==> src/rtl/fetch_bht_predictor_pkg.sv <==
// Shared decode constants, 2-bit counter encodings and the counter update rule
// for the fetch-stage branch history table predictor.
package fetch_bht_predictor_pkg;

  localparam logic [6:0] OPC_BRANCH = 7'b1100011;
  localparam logic [6:0] OPC_JAL    = 7'b1101111;

  localparam logic [1:0] SNT = 2'b00;
  localparam logic [1:0] WNT = 2'b01;
  localparam logic [1:0] WT  = 2'b10;
  localparam logic [1:0] ST  = 2'b11;

  // Saturating 2-bit counter step: taken climbs toward ST, not-taken falls toward SNT.
  function automatic logic [1:0] sat2_next(input logic [1:0] cnt, input logic taken);
    logic [1:0] nxt;
    nxt = cnt;
    if (taken) begin
      if (cnt != ST) nxt = cnt + 2'b01;
    end else begin
      if (cnt != SNT) nxt = cnt - 2'b01;
    end
    return nxt;
  endfunction

endpackage

==> src/rtl/fetch_bht_predictor_bht_table.sv <==
// Array of 2-bit saturating counters: asynchronous lookup port, synchronous
// training port, and a single-cycle synchronous reset of every entry to CNT_INIT.
module bht_table
  import fetch_bht_predictor_pkg::*;
#(
  parameter int         BHT_DEPTH = 64,
  parameter logic [1:0] CNT_INIT  = 2'b01,
  localparam int        IDX       = $clog2(BHT_DEPTH)
) (
  input  logic           clk_i,
  input  logic           rst_i,
  input  logic [IDX-1:0] rd_idx_i,
  output logic [1:0]     rd_cnt_o,
  input  logic           wr_en_i,
  input  logic [IDX-1:0] wr_idx_i,
  input  logic           wr_taken_i
);

  logic [1:0] r_cnt [BHT_DEPTH];

  assign rd_cnt_o = r_cnt[rd_idx_i];

  // Reset wins over a coincident training write.
  always_ff @(posedge clk_i) begin
    if (rst_i) begin
      for (int i = 0; i < BHT_DEPTH; i++) begin
        r_cnt[i] <= CNT_INIT;
      end
    end else if (wr_en_i) begin
      r_cnt[wr_idx_i] <= sat2_next(r_cnt[wr_idx_i], wr_taken_i);
    end
  end

endmodule

==> src/rtl/fetch_bht_predictor.sv <==
// Fetch-stage next-PC predictor: RV32I branch/jal mini-decode, target add, BHT
// direction lookup, execute-side training and perf counters. Optional PRED_GSHARE_EN.
module fetch_bht_predictor
  import fetch_bht_predictor_pkg::*;
#(
  parameter int         PC_WIDTH   = 32,
  parameter int         XLEN       = 32,
  parameter int         BHT_DEPTH  = 64,
  parameter logic [1:0] CNT_INIT   = 2'b01,
  parameter int         PERF_WIDTH = 32
) (
  input  logic                  clk_i,
  input  logic                  rst_i,
  input  logic [PC_WIDTH-1:0]   F_PC_i,
  input  logic [31:0]           F_instr_i,
  output logic                  mini_jmp_sel_o,
  output logic [XLEN-1:0]       mini_jmp_o,
  output logic                  F_train_vaild_o,
  output logic                  F_train_predict_o,
  input  logic                  E_train_vaild_i,
  input  logic [PC_WIDTH-1:0]   E_train_pc_i,
  input  logic                  E_train_taken_i,
  input  logic                  E_train_mispredict_i,
  output logic [PERF_WIDTH-1:0] perf_branch_o,
  output logic [PERF_WIDTH-1:0] perf_mispred_o
);

  localparam int IDX = $clog2(BHT_DEPTH);

  logic            w_op_branch;
  logic            w_op_jal;
  logic [12:0]     w_bimm;
  logic [20:0]     w_jimm;
  logic [XLEN-1:0] w_imm;
  logic [IDX-1:0]  w_rd_idx;
  logic [IDX-1:0]  w_wr_idx;
  logic [1:0]      w_rd_cnt;
  logic            w_unused_pc_bits;

  logic [PERF_WIDTH-1:0] r_perf_branch;
  logic [PERF_WIDTH-1:0] r_perf_mispred;

  assign w_op_branch = (F_instr_i[6:0] == OPC_BRANCH);
  assign w_op_jal    = (F_instr_i[6:0] == OPC_JAL);

  assign w_bimm = {F_instr_i[31], F_instr_i[7], F_instr_i[30:25], F_instr_i[11:8], 1'b0};
  assign w_jimm = {F_instr_i[31], F_instr_i[19:12], F_instr_i[20], F_instr_i[30:21], 1'b0};

  always_comb begin
    w_imm = '0;
    if (w_op_branch) begin
      w_imm = {{(XLEN-13){w_bimm[12]}}, w_bimm};
    end else if (w_op_jal) begin
      w_imm = {{(XLEN-21){w_jimm[20]}}, w_jimm};
    end
  end

  assign mini_jmp_o        = XLEN'(F_PC_i) + w_imm;
  assign F_train_vaild_o   = w_op_branch;
  assign F_train_predict_o = w_op_branch & w_rd_cnt[1];
  assign mini_jmp_sel_o    = w_op_jal | F_train_predict_o;

`ifdef PRED_GSHARE_EN
  logic [IDX-1:0] r_ghr;
  logic [IDX-1:0] r_ghr_fetch;

  // The snapshot ties a resolving branch back to the history it was looked up with.
  always_ff @(posedge clk_i) begin
    if (rst_i) begin
      r_ghr       <= '0;
      r_ghr_fetch <= '0;
    end else begin
      if (E_train_vaild_i) r_ghr <= {r_ghr[IDX-2:0], E_train_taken_i};
      if (w_op_branch)     r_ghr_fetch <= r_ghr;
    end
  end

  assign w_rd_idx = F_PC_i[IDX+1:2] ^ r_ghr;
  assign w_wr_idx = E_train_pc_i[IDX+1:2] ^ r_ghr_fetch;
`else
  assign w_rd_idx = F_PC_i[IDX+1:2];
  assign w_wr_idx = E_train_pc_i[IDX+1:2];
`endif

  assign w_unused_pc_bits = ^{F_PC_i[PC_WIDTH-1:IDX+2], F_PC_i[1:0],
                              E_train_pc_i[PC_WIDTH-1:IDX+2], E_train_pc_i[1:0]};

  bht_table #(
    .BHT_DEPTH (BHT_DEPTH),
    .CNT_INIT  (CNT_INIT)
  ) u_bht_table (
    .clk_i      (clk_i),
    .rst_i      (rst_i),
    .rd_idx_i   (w_rd_idx),
    .rd_cnt_o   (w_rd_cnt),
    .wr_en_i    (E_train_vaild_i),
    .wr_idx_i   (w_wr_idx),
    .wr_taken_i (E_train_taken_i)
  );

  // Perf counters stick at all-ones rather than wrapping.
  always_ff @(posedge clk_i) begin
    if (rst_i) begin
      r_perf_branch  <= '0;
      r_perf_mispred <= '0;
    end else if (E_train_vaild_i) begin
      if (r_perf_branch != '1) r_perf_branch <= r_perf_branch + 1'b1;
      if (E_train_mispredict_i && (r_perf_mispred != '1)) r_perf_mispred <= r_perf_mispred + 1'b1;
    end
  end

  assign perf_branch_o  = r_perf_branch;
  assign perf_mispred_o = r_perf_mispred;

endmodule

==> config.mk <==
export PLATFORM = sky130hd
export DESIGN_NAME = fetch_bht_predictor
export DESIGN_NICKNAME = d
export VERILOG_FILES = /design/src/rtl/fetch_bht_predictor_pkg.sv /design/src/rtl/fetch_bht_predictor_bht_table.sv /design/src/rtl/fetch_bht_predictor.sv
export SDC_FILE = /design/constraint.sdc
export NUM_CORES = 1
export LEC_CHECK = 0
export ABC_AREA = 0
export CORE_MARGIN = 2
export CORE_UTILIZATION = 55
export DETAILED_ROUTE_END_ITERATION = 8
export HOLD_SLACK_MARGIN = 0.08
export PLACE_DENSITY = 0.92
export REMOVE_ABC_BUFFERS = 1
export SYNTH_ARGS = -nofsm -noshare
export SYNTH_HDL_FRONTEND = slang
export SYNTH_HIERARCHICAL = 1
export SYNTH_SLANG_ARGS = --single-unit
==> constraint.sdc <==
create_clock -name clk_i -period 5.6 [get_ports clk_i]
set_clock_uncertainty 0.1 [all_clocks]
set_input_delay 1.12 -clock clk_i [delete_from_list [all_inputs] [get_ports clk_i]]
set_output_delay 1.12 -clock clk_i [all_outputs]
set_load 0.03 [all_outputs]
==> impl_metrics.yaml, run 1 <==
# yosys + openroad results
run_status:
  status: "complete, but fails checks"
  violations: "negative setup slack"
final_layout:
  fillers: 1412
  layout_top_cell: "nor2_1"
  fin_util: 0.7090
  drive_gt1_frac: 0.2030
  layout.area.seq_um2: 5125
sta:
  worst_slack_ns: -0.01425
  setup_viol: 1
  finalHoldViolations: 0
  worstMarginPinSlew_ns: 1.272
  fin_crit_sh: 1.003
  relSlewSlack: 0.1488
grt:
  gr-total-overflow: 0
  grt_use_total: 0.3000
clock_network:
  hold_buffers: 0
  cts_setup_buffers: 6
  clock-root-buffer: "clkbuf_16"
  clockBufferDepth: 2
  cts-htree-levels: 4
synth:
  netlist_area_um2: 12250
placement:
  hpwl_um: 24690
  gp_congestion: 0.9409
drt:
  drc: 0
floorplanning:
  fp_util: 0.5615
  die_x_um: 153.3
critical_path:
  critPathKind: "in2out"
  r2r_slack_ns: 2.41
  cp-end-kind: "output pin"
  crit_fanout: 3
  required_ns: 4.38
pwr:
  p_per_area_nw_per_um2: 211.1
run:
  drv_cap: 0
## run 1: stage by stage
stage          cells  power, uW  setup TNS, ns  instance area (um^2)
2_1_floorplan   1161       1823        -0.1371                 11750
3_3_place_gp    1702       2049         -1.553                 14450
3_5_place_dp    1702       2063         -3.075                 14450
4_1_cts         1740       3238              0                 15220
5_1_grt         1743       3345        -0.5816                 15470
6_report        1743       3267       -0.01425                 15470
## run 1: how the worst max path moves through the flow
| stage | start | to | cells past startpoint | slack (ns) |
|---|---|---|---|---|
| final | F_instr_i[4] | mini_jmp_o[7] | 14 | -0.01 |
| after global routing | F_instr_i[4] | mini_jmp_o[7] | 14 | -0.11 |
| after CTS | F_instr_i[1] | mini_jmp_o[25] | 16 | 0.006 |
| after detailed placement | F_instr_i[1] | mini_jmp_o[17] | 16 | -0.31 |
| after global placement | F_instr_i[1] | mini_jmp_o[17] | 16 | -0.23 |
| after floorplan | F_instr_i[1] | mini_jmp_o[27] | 13 | -0.12 |
## run 1: per-layer routing
metal / wire, um / GRT usage
met5: 0 / 0
met4: 1564 / 0.1239
met3: 4068 / 0.06578
met2: 18050 / 0.4994
met1: 13780 / 0.3801
## run 1: sequential cells by signal, indices dropped and copies added (netlist names)
register           count
perf_branch_o         32
perf_mispred_o        32
u_bht_table/r_cnt    128
## run 1: power breakdown
| group | switching (uW) | internal [uW] | leakage [uW] |
|---|---|---|---|
| clock network | 571 | 627 | 0.000282 |
| logic | 314 | 211 | 0.00370 |
| registers | 16.0 | 1530 | 0.00164 |
| total | 901 | 2370 | 0.00562 |
## run 1: final cells by class
cell class,instances,share of cell area
multi-input combinational,954,0.4461
inverter,15,0.003639
clock inverter,15,0.009865
sequential,192,0.3312
tap,280,0.02264
timing repair buffer,270,0.1591
clock buffer,17,0.02749
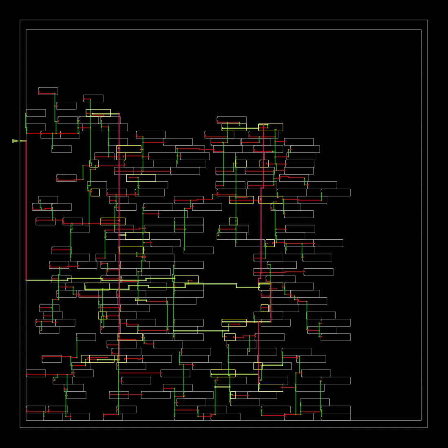
Fig. 1. Clock wiring as the flow saved it (run 1).
clk latency late pin: 0.44 ns
Flops: 192

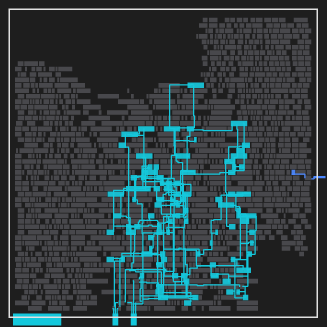
Fig. 2. I/O nets highlighted (run 1).
Scale: 2 px per um.
[`mini_jmp_sel_o`] blue | direction: output | edge: right | end cells: 1 | buffers: 1 | wire: 11.5 um
[`E_train_pc_i`] cyan | direction: input | edge: bottom | end cells: 106 | buffers: 11 | wire: 2,150 um
IO buf count: 171
Top Ports: 200

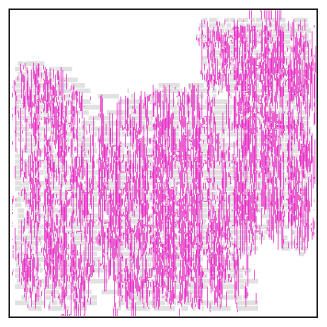
Fig. 3. M2 wires (run 1).
Scale: 2 px per um.
nets with wire on the layer: 1,431
main direction: vertical
longest straight run: 45.2 um
share of all routed wire: 48%
GR met2 Demand/Resource: 0.4994
routed via count: 11,354
total wire length: 37,460 um

==> run 2: changes to the inputs <==
- CAP_MARGIN: not set -> 20
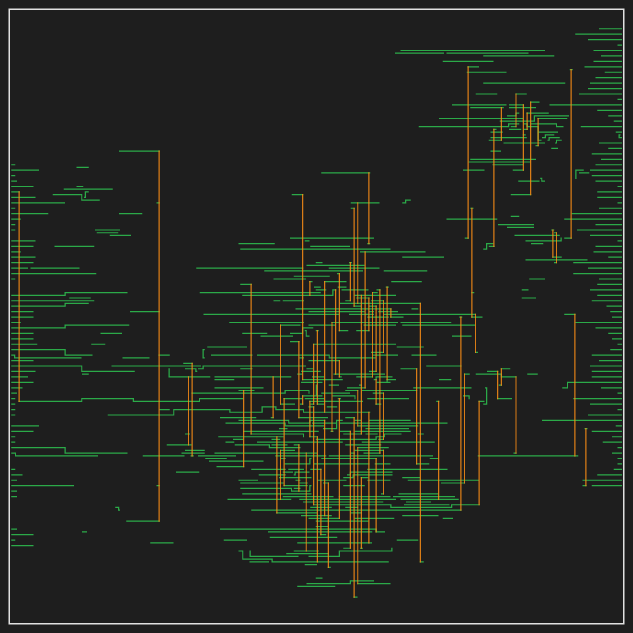
Fig. 4. Wiring by layer (run 2).
Scale: 4 px per um. Only two layers are drawn.
[M3] green | wire length: 4,010 um
[M4] orange | wire length: 1,730 um
gr usage total: 0.3000
total wire length: 37,670 um
wire length per cell: 21.60 um
routed via count: 11,428

==> impl_metrics.yaml, run 2 <==
# yosys + openroad results
run_status:
  status: "complete, but fails checks"
  violations: "negative setup slack"
pwr:
  p_per_area_nw_per_um2: 211.0
  total_power_uw: 3267
grt:
  grtUsageMet2: 0.4994
  grt-busiest-layer: "met2"
floorplanning:
  ioPinCount: 200
  fp_util: 0.5615
clock_network:
  clock-root-buffer: "clkbuf_16"
  clkLatencyLatePin_ns: 0.44
  hold_buffers: 0
critical_path:
  required_ns: 4.38
  cp-end-kind: "output pin"
  crit_fanout: 3
  critPathKind: "in2out"
final_layout:
  largest_reg_flops: 128
  largest-register: "u_bht_table/r_cnt"
  layout.cells.non_filler: 1744
  layout_top_cell: "nor2_1"
  drive_gt1_frac: 0.2036
sta:
  tns_ns: -0.02105
  finalHoldViolations: 0
  worstMarginPinSlew_ns: 1.026
  worst_slack_ns: -0.01506
  setup_viol: 2
  relSlewSlack: 0.3133
  fin_crit_sh: 1.003
placement:
  port_buffers: 171
  gp_congestion: 0.9409
  hpwl_um: 24690
  placed_cells: 1702
drt:
  routed.top_layer: "met4"
  wl_met3_um: 4011
synth:
  netlist_area_um2: 12250
run 2: worst max-delay path, cell delays in order:
cell and delay, ns:
clkdlybuf4s50_1 0.44, or2_4 0.31, nor2_4 0.18, a22o_1 0.19
ha_2 0.20, inv_2 0.04, fa_2 0.39, nor2b_4 0.14
o2111ai_2 0.15, buf_4 0.20, nand2_1 0.08, nor2_1 0.05
nor2_1 0.17, clkdlybuf4s50_1 0.72
run 2: where the power goes:
part,internal (uW),leakage (uW),switching (uW)
sequential,1530,0.00164,16.0
clock,627,0.000282,570
combinational,211,0.00371,315
run 2: timing repair:
item / 4_1_cts / 5_1_grt
setup buffers: 6 / 3
gates cloned: 0 / 0
pin swaps: 19 / 30
endpoints found under the setup margin: 20 / 20
gates resized: 35 / 53
run 2: layout make-up:
| type | instances | area, um^2 |
|---|---|---|
| Multi-Input combinational cell | 954 | 6903 |
| Fill cell | 1408 | 6339 |
| Sequential cell | 192 | 5125 |
| Timing Repair Buffer | 271 | 2472 |
| Clock buffer | 17 | 425.4 |
| Tap cell | 280 | 350.3 |
| Clock inverter | 15 | 152.6 |
| Inverter | 15 | 56.30 |
run 2: through the flow:
step | util | area [um^2]
after detailed placement | 0.6622 | 14450
after CTS | 0.6973 | 15220
after global routing | 0.7096 | 15480
after floorplan | - | 11750
after global placement | 0.6622 | 14450
final | 0.7096 | 15480
run 2: worst paths after layout:
| path | startpoint | to | slack, ns | depth (start not counted) |
|---|---|---|---|---|
| worst max register to register | u_bht_table/r_cnt[20][1] | u_bht_table/r_cnt[13][0] | 2.40 | 8 |
| worst min register to register | perf_branch_o[30] | perf_branch_o[30] | 0.44 | 2 |
| worst min-delay path | perf_branch_o[30] | perf_branch_o[30] | 0.44 | 2 |
| worst max-delay path | F_instr_i[4] | mini_jmp_o[7] | -0.02 | 14 |
No activity file was given, so power comes from the tool's default toggle rates.
